### M3 wires

Scale: 2 px per um.
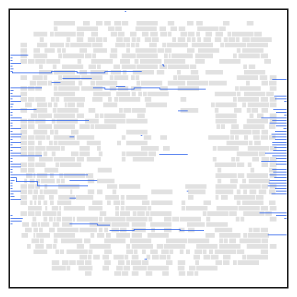
### Clock wiring as the flow saved it

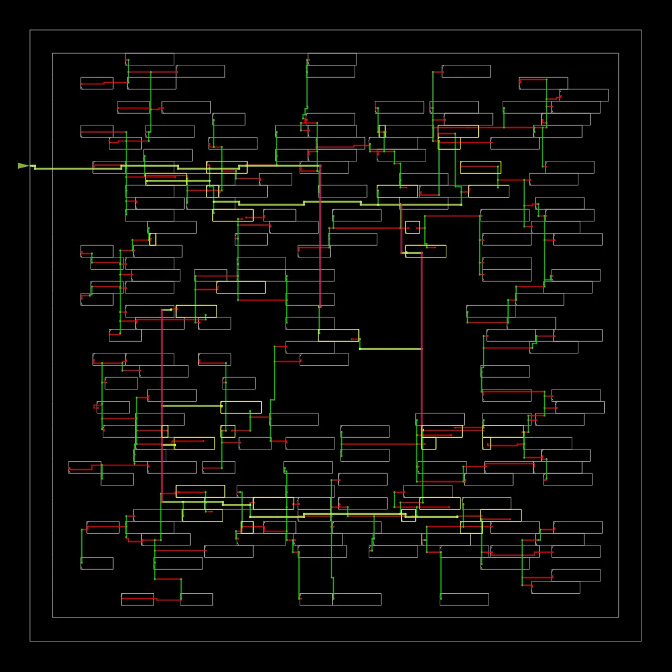
===== config.mk =====
export PLATFORM = sky130hd
export DESIGN_NAME = if_fetch_stage
export DESIGN_NICKNAME = d
export VERILOG_FILES = /design/src/rtl/fetch_pkg.sv /design/src/rtl/fetch_fifo.sv /design/src/rtl/if_fetch_stage.sv
export SDC_FILE = /design/constraint.sdc
export NUM_CORES = 1
export LEC_CHECK = 0
export CORE_MARGIN = 5
export CORE_UTILIZATION = 45
export DETAILED_ROUTE_END_ITERATION = 16
export PLACE_DENSITY = 0.8
export SLEW_MARGIN = 10
export SYNTH_ARGS = -nofsm -noshare
export SYNTH_HDL_FRONTEND = slang
export SYNTH_SLANG_ARGS = --single-unit

===== constraint.sdc =====
create_clock -name clk -period 6.25 [get_ports clk]
set_input_delay 1.875 -clock clk [delete_from_list [all_inputs] [get_ports clk]]
set_output_delay 1.875 -clock clk [all_outputs]
set_load 0.05 [all_outputs]

===== src/rtl/fetch_pkg.sv =====
// Shared definitions for the instruction fetch stage.
//   XLEN           default PC / instruction width
//   fetch_state_e  sequencer states (IDLE / WAIT / DRAIN)
//   NOP_INSTR      encoding used for synthetic entries (addi x0, x0, 0)
package fetch_pkg;

  localparam int XLEN = 32;

  typedef enum logic [1:0] {
    ST_IDLE  = 2'd0,  // no request outstanding
    ST_WAIT  = 2'd1,  // one accepted request outstanding
    ST_DRAIN = 2'd2   // outstanding request belongs to a flushed path
  } fetch_state_e;

  localparam logic [31:0] NOP_INSTR = 32'h0000_0013;

endpackage


===== src/rtl/fetch_fifo.sv =====
// Small synchronous FIFO holding fetched entries for decode.
// Ports:
//   clk, rst     clock, synchronous active-high reset (storage cleared to 0)
//   clear        drop all entries; wins over a same-cycle push or pop
//   push/push_data  write one entry (ignored when full)
//   pop          remove head entry (ignored when empty)
//   count        number of valid entries (0..DEPTH)
//   not_empty    head entry is valid
//   head         head entry, read straight from registered storage
// DEPTH must be a power of two so the pointers wrap by natural overflow.
module fetch_fifo #(
  parameter  int W     = 64,
  parameter  int DEPTH = 2,
  localparam int PTR_W = $clog2(DEPTH)
) (
  input  logic             clk,
  input  logic             rst,
  input  logic             clear,
  input  logic             push,
  input  logic [W-1:0]     push_data,
  input  logic             pop,
  output logic [PTR_W:0]   count,
  output logic             not_empty,
  output logic [W-1:0]     head
);

  localparam logic [PTR_W:0] FULL_CNT = (PTR_W + 1)'(DEPTH);

  logic [W-1:0]     mem [DEPTH];
  logic [PTR_W-1:0] wr_ptr;
  logic [PTR_W-1:0] rd_ptr;
  logic             do_push;
  logic             do_pop;

  assign do_push   = push && (count != FULL_CNT);
  assign do_pop    = pop && (count != '0);
  assign not_empty = (count != '0);
  assign head      = mem[rd_ptr];

  always_ff @(posedge clk) begin
    if (rst) begin
      for (int i = 0; i < DEPTH; i++) mem[i] <= '0;
      wr_ptr <= '0;
      rd_ptr <= '0;
      count  <= '0;
    end else if (clear) begin
      wr_ptr <= '0;
      rd_ptr <= '0;
      count  <= '0;
    end else begin
      if (do_push) begin
        mem[wr_ptr] <= push_data;
        wr_ptr      <= wr_ptr + 1'b1;
      end
      if (do_pop) rd_ptr <= rd_ptr + 1'b1;
      count <= count + {{PTR_W{1'b0}}, do_push} - {{PTR_W{1'b0}}, do_pop};
    end
  end

endmodule


===== src/rtl/if_fetch_stage.sv =====
// Instruction fetch stage sitting directly after the PC register.
// Issues one word request at a time to instruction memory, buffers returned
// {pc, instr} pairs for decode, holds the PC while a fetch cannot be issued
// and flushes everything on a taken branch/jump redirect.
//
// Ports:
//   clk, rst                 clock, synchronous active-high reset
//   pc                       current PC
//   redirect                 taken branch/jump this cycle (flush)
//   pc_hold                  1 = PC must not advance this cycle
//   imem_req_valid/ready     request handshake, imem_req_addr = pc
//   imem_resp_valid/data     one response per accepted request
//   id_valid/id_ready        decode handshake on the FIFO head
//   id_pc, id_instr          head entry contents
//   id_misalign              head entry is a misaligned-PC NOP (optional)
//   fsm_state                sequencer state, for observation
//
// Handshakes: a transfer happens on a rising edge where valid && ready.
// imem_req_valid is not sticky: it drops on redirect and the address follows
// pc, so memory must not assume a pending request persists.
//
// Optional build macro FETCH_MISALIGN_CHK_EN: a misaligned pc seen in IDLE
// with buffer space produces a NOP entry flagged id_misalign instead of a
// memory request, and the PC is held until a redirect.
module if_fetch_stage
  import fetch_pkg::*;
#(
  parameter  int XLEN       = fetch_pkg::XLEN,
  parameter  int FIFO_DEPTH = 2,
  localparam int PTR_W      = $clog2(FIFO_DEPTH)
) (
  input  logic            clk,
  input  logic            rst,
  input  logic [XLEN-1:0] pc,
  input  logic            redirect,
  output logic            pc_hold,
  output logic            imem_req_valid,
  input  logic            imem_req_ready,
  output logic [XLEN-1:0] imem_req_addr,
  input  logic            imem_resp_valid,
  input  logic [XLEN-1:0] imem_resp_data,
  output logic            id_valid,
  input  logic            id_ready,
  output logic [XLEN-1:0] id_pc,
  output logic [XLEN-1:0] id_instr,
`ifdef FETCH_MISALIGN_CHK_EN
  output logic            id_misalign,
`endif
  output fetch_state_e    fsm_state
);

`ifdef FETCH_MISALIGN_CHK_EN
  localparam int MIS_W = 1;
`else
  localparam int MIS_W = 0;
`endif
  localparam int ENTRY_W = 2 * XLEN + MIS_W;
  localparam logic [PTR_W:0] FULL_CNT = (PTR_W + 1)'(FIFO_DEPTH);

  fetch_state_e     state, state_nxt;
  logic [XLEN-1:0]  req_pc;
  logic [PTR_W:0]   fifo_count;
  logic [ENTRY_W-1:0] push_data;
  logic [ENTRY_W-1:0] head;
  logic             idle_ok;
  logic             fire;
  logic             resp_push;
  logic             push;
  logic             pop;

  // A new request may only start when nothing is in flight, the buffer has
  // room for its response, and the PC is not being redirected this cycle.
  assign idle_ok = (state == ST_IDLE) && (fifo_count != FULL_CNT) && !redirect && !rst;

  // Responses for the live path only; a redirect in the same cycle kills it.
  assign resp_push = (state == ST_WAIT) && imem_resp_valid && !redirect;

`ifdef FETCH_MISALIGN_CHK_EN
  logic misaligned;
  logic mis_sent;   // NOP entry already queued for the current held PC
  logic mis_push;

  assign misaligned     = |pc[1:0];
  assign mis_push       = idle_ok && misaligned && !mis_sent;
  assign imem_req_valid = idle_ok && !misaligned;
  assign push           = resp_push || mis_push;
  assign push_data      = mis_push ? {pc, XLEN'(NOP_INSTR), 1'b1}
                                   : {req_pc, imem_resp_data, 1'b0};
  assign id_misalign    = head[0];

  always_ff @(posedge clk) begin
    if (rst || redirect) mis_sent <= 1'b0;
    else if (mis_push)   mis_sent <= 1'b1;
  end
`else
  assign imem_req_valid = idle_ok;
  assign push           = resp_push;
  assign push_data      = {req_pc, imem_resp_data};
`endif

  assign imem_req_addr = pc;
  assign fire          = imem_req_valid && imem_req_ready;
  // PC moves only on an accepted fetch or a redirect load; never in reset.
  assign pc_hold       = rst || !(fire || redirect);
  assign pop           = id_valid && id_ready;
  assign id_pc         = head[ENTRY_W-1 -: XLEN];
  assign id_instr      = head[ENTRY_W-XLEN-1 -: XLEN];
  assign fsm_state     = state;

  fetch_fifo #(
    .W     (ENTRY_W),
    .DEPTH (FIFO_DEPTH)
  ) u_fifo (
    .clk       (clk),
    .rst       (rst),
    .clear     (redirect),
    .push      (push),
    .push_data (push_data),
    .pop       (pop),
    .count     (fifo_count),
    .not_empty (id_valid),
    .head      (head)
  );

  always_ff @(posedge clk) begin
    if (rst) begin
      state  <= ST_IDLE;
      req_pc <= '0;
    end else begin
      state <= state_nxt;
      if (fire) req_pc <= pc;
    end
  end

  always_comb begin
    state_nxt = state;
    case (state)
      ST_IDLE:  if (fire) state_nxt = ST_WAIT;
      // A response arriving with a redirect still closes the transaction;
      // its data is simply not pushed.
      ST_WAIT: begin
        if (imem_resp_valid)  state_nxt = ST_IDLE;
        else if (redirect)    state_nxt = ST_DRAIN;
      end
      ST_DRAIN: if (imem_resp_valid) state_nxt = ST_IDLE;
      default:  state_nxt = ST_IDLE;
    endcase
  end

endmodule


==> impl_results.html <==
<h2>Implementation results</h2>
<table>
<tr><th>Metric</th><th>Value</th></tr>
<tr><th colspan="2">Status</th></tr>
<tr><td>Status</td><td>finished, final reports clean</td></tr>
<tr><th colspan="2">Worst hold path</th></tr>
<tr><td>Worst Hold Class</td><td>flop to flop</td></tr>
<tr><th colspan="2">Layout</th></tr>
<tr><td>Layout multi-input combinational cell count</td><td>289</td></tr>
<tr><td>Post-layout net count</td><td>723</td></tr>
<tr><td>End-of-flow core utilization</td><td>58.9%</td></tr>
<tr><td>Most frequently placed logic cell in the final layout</td><td>sky130_fd_sc_hd__clkdlybuf4s50_1</td></tr>
<tr><td>Layout inverter count without the clock tree</td><td>4</td></tr>
<tr><td>Biggest Area Class</td><td>registers</td></tr>
<tr><th colspan="2">Global route</th></tr>
<tr><td>Total routing usage reported by global routing</td><td>15.3%</td></tr>
<tr><td>Antenna violations before repair</td><td>0</td></tr>
<tr><th colspan="2">Die</th></tr>
<tr><td>Top-level I/O count</td><td>171</td></tr>
<tr><td>Chip area</td><td>19200 um2</td></tr>
<tr><th colspan="2">Synth</th></tr>
<tr><td>Post-synthesis simple-gate area fraction</td><td>15.2%</td></tr>
<tr><td>Leading cell type by number of instances after synthesis</td><td>sky130_fd_sc_hd__and2_1</td></tr>
<tr><td>Yosys adder share</td><td>0.336%</td></tr>
<tr><td>Register share after synthesis</td><td>62.2%</td></tr>
<tr><th colspan="2">Route</th></tr>
<tr><td>Starting DRC count in detailed routing</td><td>140</td></tr>
<tr><td>Met2 wirelength from detailed routing</td><td>7360 um</td></tr>
<tr><th colspan="2">Power</th></tr>
<tr><td>Power attributed to sequential cells</td><td>1.25 mW</td></tr>
<tr><th colspan="2">Setup path</th></tr>
<tr><td>Slowest CP cell</td><td>sky130_fd_sc_hd__clkdlybuf4s50_1</td></tr>
</table>
About 'M3 wires':
share of all routed wire: 5.4%
wire length on this layer: 788 um
longest straight run: 38.9 um
main direction: horizontal
global-route met3 utilization: 4.90%
vias after detailed routing: 4221
detailed-route wire length: 14600 um

About 'Clock wiring as the flow saved it':
sequential cell count: 167
clock insertion delay at the later pin of the skew report: 0.42 ns
number of clock buffers inserted by TritonCTS: 17
clock group total power: 1.05 mW
# clock sinks: 167

state kept, by name, indices dropped and copies added (netlist names), named ones only:
name           cells
req_pc            32
u_fifo.rd_ptr      1
fsm_state          2
u_fifo.wr_ptr      1
u_fifo.mem       128
u_fifo.count       2
kinds of logic (layout without fill, tap and decap cells):
kind of cell             after synthesis  count (layout)
adder cells (fa/ha/maj)                2               2
AND-OR/OR-AND                          6               6
buffers and inverters                 65             208
multiplexers                          97              97
flip-flops                           167             167
AND/OR/NAND/NOR                      181             181
XOR/XNOR                               3               3
worst max path at each step:
stage	from	endpoint	slack, ns
finish	redirect	imem_req_valid	0.52
global route	redirect	imem_req_valid	0.47
CTS	redirect	imem_req_valid	0.52
detailed placement	redirect	imem_req_valid	0.53
global placement	redirect	imem_req_valid	0.58
floorplan	redirect	pc_hold	1.03
No activity file was given, so power comes from the tool's default toggle rates.
